$ cat config.mk
export PLATFORM = sky130hd
export DESIGN_NAME = siso_ctrl
export DESIGN_NICKNAME = d
export VERILOG_FILES = /design/src/rtl/siso_ctrl.sv
export SDC_FILE = /design/constraint.sdc
export NUM_CORES = 1
export LEC_CHECK = 0
export ABC_AREA = 1
export CORE_MARGIN = 1
export CORE_UTILIZATION = 54
export CTS_CLUSTER_SIZE = 16
export DETAILED_ROUTE_END_ITERATION = 7
export GPL_TIMING_DRIVEN = 1
export HOLD_SLACK_MARGIN = 0.08
export PLACE_DENSITY_LB_ADDON = 0.25
export SYNTH_ARGS = -nofsm -noshare
export SYNTH_HDL_FRONTEND = slang
export SYNTH_SLANG_ARGS = --single-unit
export TNS_END_PERCENT = 10
$ cat constraint.sdc
create_clock -name clk -period 3.75 [get_ports clk]
set_clock_uncertainty 0.2 [all_clocks]
set_input_delay 0.75 -clock clk [delete_from_list [all_inputs] [get_ports clk]]
set_output_delay 0.75 -clock clk [all_outputs]
set_load 0.005 [all_outputs]
$ cat src/rtl/siso_ctrl.sv
// Serial-in/serial-out controller: serializes a word LSB first into an external
// shift chain and recaptures it from the chain output after LATENCY clocks.
module siso_ctrl #(
  parameter int DATA_WIDTH = 4,
  parameter int LATENCY    = 4
) (
  input  logic                  clk,
  input  logic                  rst,
  input  logic                  start_valid,
  output logic                  start_ready,
  input  logic [DATA_WIDTH-1:0] tx_data,
  input  logic                  abort,
  output logic                  ser_out,
  input  logic                  ser_in,
  output logic                  sr_en,
  output logic                  sr_clr,
  output logic [DATA_WIDTH-1:0] rx_data,
  output logic                  rx_valid,
  output logic                  busy
);

  localparam int TOTAL = DATA_WIDTH + LATENCY;
  localparam int CNT_W = $clog2(TOTAL + 1);

  localparam logic [CNT_W-1:0] LAST_K    = CNT_W'(TOTAL - 1);
  localparam logic [CNT_W-1:0] LAST_BIT  = CNT_W'(DATA_WIDTH - 1);
  localparam logic [CNT_W-1:0] FIRST_CAP = CNT_W'(LATENCY);

  typedef enum logic [2:0] {
    IDLE  = 3'd0,
    CLEAR = 3'd1,
    SHIFT = 3'd2,
    DRAIN = 3'd3,
    DONE  = 3'd4
  } state_t;

  state_t                state;
  logic [CNT_W-1:0]      cnt;
  logic [DATA_WIDTH-1:0] word;
  logic [DATA_WIDTH-1:0] cap;

  // cnt holds the cycle index k across SHIFT and DRAIN; word shifts right so
  // word[0] is always the next bit to send.
  always_ff @(posedge clk or negedge rst) begin
    if (!rst) begin
      state       <= IDLE;
      cnt         <= '0;
      word        <= '0;
      cap         <= '0;
      rx_data     <= '0;
      rx_valid    <= 1'b0;
      sr_clr      <= 1'b0;
      sr_en       <= 1'b0;
      ser_out     <= 1'b0;
      busy        <= 1'b0;
      start_ready <= 1'b1;
    end else begin
      sr_clr   <= 1'b0;
      rx_valid <= 1'b0;
      case (state)
        IDLE: begin
          sr_en   <= 1'b0;
          ser_out <= 1'b0;
          cnt     <= '0;
          if (start_valid) begin
            word        <= tx_data;
            state       <= CLEAR;
            sr_clr      <= 1'b1;
            busy        <= 1'b1;
            start_ready <= 1'b0;
          end
        end
        CLEAR: begin
          if (abort) begin
            state       <= IDLE;
            sr_clr      <= 1'b1;
            sr_en       <= 1'b0;
            ser_out     <= 1'b0;
            busy        <= 1'b0;
            start_ready <= 1'b1;
            cnt         <= '0;
          end else begin
            state   <= SHIFT;
            cnt     <= '0;
            sr_en   <= 1'b1;
            ser_out <= word[0];
            word    <= word >> 1;
          end
        end
        SHIFT, DRAIN: begin
          if (abort) begin
            // Abandon: clear the chain, leave rx_data untouched
            state       <= IDLE;
            sr_clr      <= 1'b1;
            sr_en       <= 1'b0;
            ser_out     <= 1'b0;
            busy        <= 1'b0;
            start_ready <= 1'b1;
            cnt         <= '0;
          end else begin
            if (cnt >= FIRST_CAP) begin
              cap <= {ser_in, cap[DATA_WIDTH-1:1]};
            end
            if (cnt == LAST_K) begin
              state    <= DONE;
              rx_valid <= 1'b1;
              rx_data  <= {ser_in, cap[DATA_WIDTH-1:1]};
              sr_en    <= 1'b0;
              ser_out  <= 1'b0;
            end else begin
              cnt <= cnt + 1'b1;
              if (cnt < LAST_BIT) begin
                state   <= SHIFT;
                ser_out <= word[0];
                word    <= word >> 1;
              end else begin
                state   <= DRAIN;
                ser_out <= 1'b0;
              end
            end
          end
        end
        DONE: begin
          state       <= IDLE;
          busy        <= 1'b0;
          start_ready <= 1'b1;
          sr_en       <= 1'b0;
          ser_out     <= 1'b0;
          cnt         <= '0;
        end
        default: begin
          state       <= IDLE;
          busy        <= 1'b0;
          start_ready <= 1'b1;
          sr_en       <= 1'b0;
          ser_out     <= 1'b0;
          cnt         <= '0;
        end
      endcase
    end
  end

endmodule

==> out/qor.yml, run 1 <==
area_leaders: "dfrtp_1, nand2_1, nand3_1"
powerDensity_nw_per_um2: 379
crit_fanout: 2
cts_setup_buffers: 0
syn_inst: 122
top_usage_layer: "met2"
p_comb_share_pct: 18.6
cts.sinks: 24
syn-cell-area_um2: 1100
dr.max_layer_used: "met4"
nFillCells: 142
utilization_pct: 73.3
clock_path_buffers: 2
rsz0062_at_grt: "false"
totalPowerFinal_w: 0.000506
yosysMostFrequentCell: "nand2_1"
floorplan.core_util_pct: 60.3
place_area_um2: 1310
synth_area_leader_cell: "dfrtp_1"
wl_per_cell_um: 11.4
max_slew_margin_pct: 33.3
synth_flops: 24
p_clk_share_pct: 22.9
flop_area_um2: 602
lay_top_count: "nand2_1"
timing.rr.start: "cnt[0]"
synth_top_area_share_pct: 52.5
antenna_left: 0
finalInstanceArea_um2: 1340
hold_path.class: "reg -> reg"
critPathTopFamily: "flip-flops"
first_iter_violations: 28
edf_count: 0
nets: 155
grt_max_degree: 25
hold_ws_ns: 0.283
synthTopLogicFamily: "simple AND/OR/NAND/NOR gates"
ys_sh_adder_pct: 1.14
cts.clk_slew.worst_paths_ns: 0.12
ff_type: "dfrtp_1"
drc_errors: 0
timing.fmax_ghz: 0.434
antenna_found_initial: 0
p_sw_share_pct: 27.4
required_ns: 2.80
ys_types: 23
crit_arrival_ns: 1.36
die_w_um: 47.1
tightest_slew_ns: 0.997
total_leakage_power_nw: 0.658
grt.overflow.total: 0
common_cells: "nand2_1, dfrtp_1, inv_1, nand3_1, o21ai_1"
grt_pass1_wl_um: 3360
finalSetupTns_ns: 0
mostFrequentLayoutCells: "nand2_1, dfrtp_1, clkdlybuf4s50_1"
ioPinCount: 19
critPathBufInv: 1
cts_tree: "built"
reg2reg_depth: 6
via_per_inst: 5.32
comb_power_w: 0.0000939
ys_cells: 122
met2_usage_pct: 34.7
syn2layout_area_growth_pct: 21.7
met1_length_um: 891
path_cells: "clkdlybuf4s50_1"
track_usage_pct: 22.2
fp.dieH_um: 47.1
ys_sh_aoi_pct: 11.2
diodes: 0
cp_slowest_stage_delay_ns: 0.55
cts_resized: 0
die-area_um2: 2220
dp_cells: 165
avgSynthCellArea_um2: 8.99
min_to: "rx_data[0]"
log.warning_count: 26
async_flop_share_pct: 100
ir_drop_mv: 0.263
period_used_pct: 61.5
slew_violations: 0
logic_area_um2: 444
pwr-share-seq_pct: 58.5
holdCritStartpoint: "cap[1]"
core_um2: 1820
drive_gt1_share_pct: 16.0
p_seq_w: 0.000296
grt_pass1_vias: 772
timing.rr.end: "word[0]"
io_buffers: 18
timing.final.ws_setup_ns: 1.44
worst-setup-path-type: "reg -> out"
fin_crit_ns: 2.31
use_met1_pct: 29.7
num_rows: 15
p_clk_w: 0.000116
synth.cellmix.simpleShare_pct: 27.4
hpwl_um: 1470
layout.cells.non_filler: 169
cp-end-kind: "output pin"
met2WireLength_um: 923
maxPowerGroup: "registers"
drv_cap: 0
ys_area_um2: 1100
yosys_warnings: 0
htreeDepth: 1
finalHoldViolations: 0
ys_seq_share_pct: 54.8
met3WireLength_um: 80
status: "finished, final reports clean"
cts.hold.buffers_added: 0
min_path_cells: 2
clock.latency.late_pin_ns: 0.32
synthMuxAreaShare_pct: 0
cp_slowest_cell: "dfstp_2"
place_ws_ns: 1.55
internal_power_w: 0.000367
syn-num-nets: 132
clockRootBuffer: "clkbuf_4"
setup_viol: 0
synthXorXnorAreaFrac_pct: 0.798
cp-start-kind: "register"
first_pass_iters: 5
place.gp.congestion: 0.846
p_sw_w: 0.000139
r2r_setup_slack_ns: 2.19
cts_inserted_buffers: 3
run 1: worst max path at each step:
stage	from	end	cells past startpoint
6_report	start_ready	start_ready	1
5_1_grt	start_ready	start_ready	1
4_1_cts	start_ready	start_ready	1
3_5_place_dp	rst	word[2]	1
3_3_place_gp	rst	word[1]	1
2_1_floorplan	start_valid	word[0]	5
run 1: area by class of cell:
class	count	area share, %
Clock buffer	4	1.97
Tap cell	25	2.34
Sequential cell	24	45.1
Timing Repair Buffer	18	13.5
Multi-Input combinational cell	85	33.3
Inverter	13	3.84
run 1: registers in the layout, summed over array words and instances (netlist names):
register,flops
state,3
ser_out,1
sr_clr,1
busy,1
cap,3
cnt,4
word,4
sr_en,1
start_ready,1
rx_data,4
rx_valid,1
run_1/wires.png
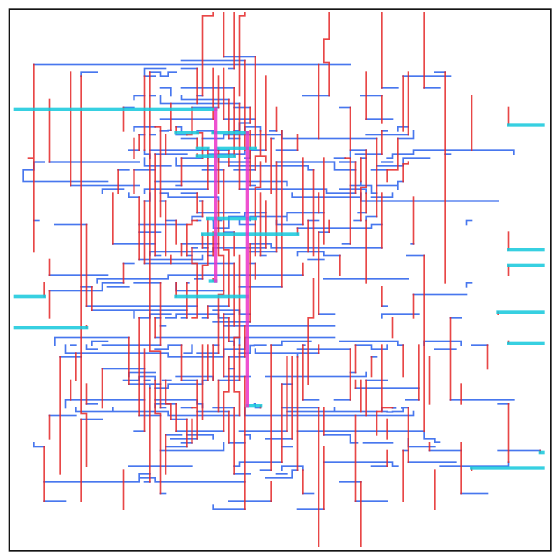
| layer | color | wire length |
|---|---|---|
| metal 4 | magenta | 38.8 um |
| metal 1 | blue | 891 um |
| metal 2 | red | 924 um |
| metal 3 | cyan | 80.7 um |

run_1/metal_density.png
Bar = 10 um. The die is cut into 9 by 9 equal tiles; white is low, dark blue is high, scaled to the fullest tile. Values are wire area over tile area, all layers added.
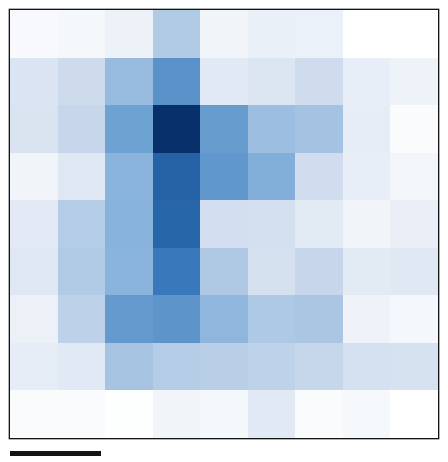
tiles over half the peak: 12%
emptiest ninth of the die: top right
nearly empty tiles: 4.9%
mean over tiles: 0.14

run_1/layer_met3.png
Cells faint in the background.
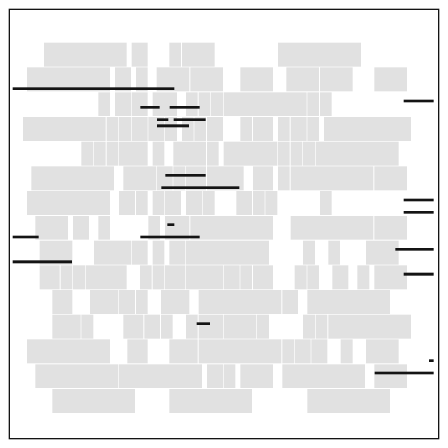
share of all routed wire: 4.2%
wire length on this layer: 80.7 um
met3 GRT Util: 4.62%
vias: 899
DRT Wirelength: 1930 um

## Run 2: what changed since run 1
--- a/config.mk
+++ b/config.mk
@@ -7,7 +7,7 @@
 export LEC_CHECK = 0
 export ABC_AREA = 1
 export CORE_MARGIN = 1
-export CORE_UTILIZATION = 54
+export CORE_UTILIZATION = 51
 export CTS_CLUSTER_SIZE = 16
 export DETAILED_ROUTE_END_ITERATION = 7
 export GPL_TIMING_DRIVEN = 1
==> constraint.sdc (replaced) <==
create_clock -name clk -period 2.36 [get_ports clk]
set_clock_uncertainty 0.2 [all_clocks]
set_input_delay 0.472 -clock clk [delete_from_list [all_inputs] [get_ports clk]]
set_output_delay 0.472 -clock clk [all_outputs]
set_load 0.005 [all_outputs]
==> out/qor.yml, run 2 <==
met3_usage_pct: 1.89
hpwl_um: 1560
cp_slowest_stage_delay_ns: 0.55
diodes: 0
buffers: 19
ys_area_um2: 1100
internal_power_w: 0.000612
grt.overflow.total: 0
use_met1_pct: 30.0
rsz0062_at_grt: "false"
grt_max_degree: 25
cts.hold.buffers_added: 0
setup_viol: 0
fp.dieH_um: 48.4
avgSynthCellArea_um2: 8.99
yosys_warnings: 0
synth_top_area_share_pct: 52.5
clkCellAreaFrac_pct: 2.68
synth_area_leader_cell: "dfrtp_1"
timing.rr.start: "cnt[0]"
clockRootBuffer: "clkbuf_4"
hold_path.class: "reg -> reg"
dr.max_layer_used: "met4"
common_cells: "nand2_1, dfrtp_1, inv_1, nand3_1, o21ai_1"
place.gp.congestion: 0.789
first_pass_iters: 4
holdCritStartpoint: "busy"
timing.rr.end: "cnt[1]"
reg_top3: "cnt (4), rx_data (4), word (4)"
critPathTopFamily: "flip-flops"
cts_setup_buffers: 0
status: "finished, final reports clean"
period_used_pct: 84.9
floorplan.core_util_pct: 54.8
cts.clk_slew.worst_paths_ns: 0.12
met2_usage_pct: 34.7
ir_drop_mv: 0.401
die_w_um: 48.4
hold_ws_ns: 0.282
reg2reg_depth: 7
tightest_slew_ns: 0.296
path_cells: "clkdlybuf4s50_1"
comb_area_share_pct: 32.8
finalSetupTns_ns: 0
synthTopLogicFamily: "simple AND/OR/NAND/NOR gates"
log.warning_count: 26
comb_cells: 85
clock.latency.late_pin_ns: 0.30
grt_pass1_vias: 886
place_area_um2: 1320
core_um2: 2000
slew_violations: 0
critPathLaunch: "start_ready"
crit_fanout: 2
met1_length_um: 944
via_per_inst: 5.01
finalInstanceArea_um2: 1360
ff_type: "dfrtp_1"
utilization_pct: 67.7
logic_area_um2: 444
clock_path_buffers: 2
ioPinCount: 19
syn-cell-area_um2: 1100
io_buffers: 18
buf_share_pct: 13.9
seqAreaFraction_pct: 44.4
met3WireLength_um: 42
cp-end-kind: "output pin"
total_leakage_power_nw: 0.668
cts_inserted_buffers: 3
largest_cell_class: "registers"
cts_resized: 0
drive_gt1_share_pct: 17.2
area_leaders: "dfrtp_1, nand2_1, nand3_1"
cp-start-kind: "register"
fin_crit_ns: 2.00
p_seq_w: 0.000472
place_ws_ns: 0.468
p_comb_share_pct: 17.9
synth.cellmix.simpleShare_pct: 27.4
syn_inst: 122
antenna_found_initial: 0
synthMuxAreaShare_pct: 0
p_sw_share_pct: 26.3
top_usage_layer: "met2"
n_clock_buffer: 4
synth_flops: 24
ys_sh_aoi_pct: 11.2
nets: 156
async_flop_share_pct: 100
p_sw_w: 0.000218
p_clk_share_pct: 25.2
maxPowerGroup: "registers"
critPathBufInv: 1
flop_area_um2: 602
lay_top_count: "nand2_1"
ys_cells: 122
syn-num-nets: 132
timing.fmax_ghz: 0.499
seq_cells: 24
crit_cells: 1
antenna_left: 0
mostFrequentLayoutCells: "nand2_1, dfrtp_1, clkdlybuf4s50_1"
pwr-share-seq_pct: 56.9
-- run 2: netlist changes by cell type in the layout (fill, tap and decap cells not counted) --
cell      change
buf_4         +1
clkbuf_1      -1
clkbuf_8      +1
-- run 2: how the worst min path moves through the flow --
stage | slack, ns | cells after the start | to
floorplan | -0.02 | 0 | busy
global placement | 0.26 | 2 | busy
detailed placement | 0.26 | 2 | busy
CTS | 0.29 | 2 | busy
global route | 0.32 | 2 | sr_clr
finish | 0.28 | 2 | busy
-- run 2: worst register-to-register path: stages, from the launching register on --
cell	delay, ns
dfrtp_1	0.45
ha_1	0.23
nand2_1	0.11
nor2_2	0.20
nand2_4	0.13
inv_4	0.09
nand2_2	0.04
nand2_1	0.05
run_2/layer_met3.png
Cells faint in the background.
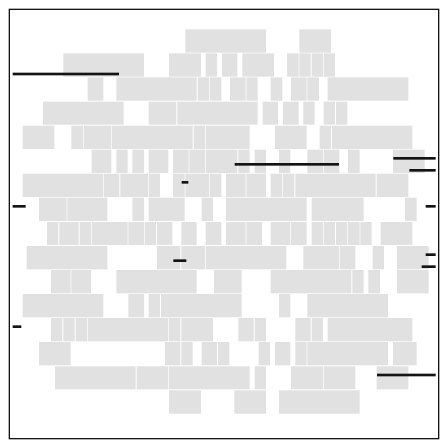
main direction: horizontal
share of all routed wire: 2.1%
nets with wire on the layer: 11
wire length on this layer: 43.0 um
longest straight run: 11.7 um

run_2/wires.png
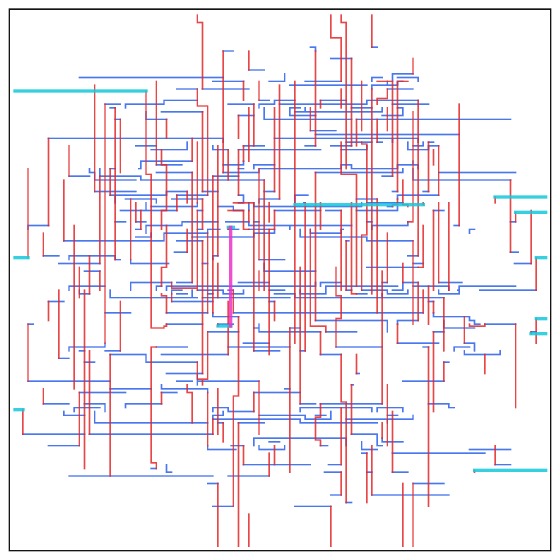
| layer | color | wire length |
|---|---|---|
| metal 4 | magenta | 8.80 um |
| metal 3 | cyan | 43.0 um |
| metal 1 | blue | 944 um |
| metal 2 | red | 1030 um |
WL/cell: 11.8 um
vias: 861
DRT Wirelength: 2020 um
All-Layer GR Usage: 21.3%

Power figures rest on the tool's default switching activity, not on a simulated workload.
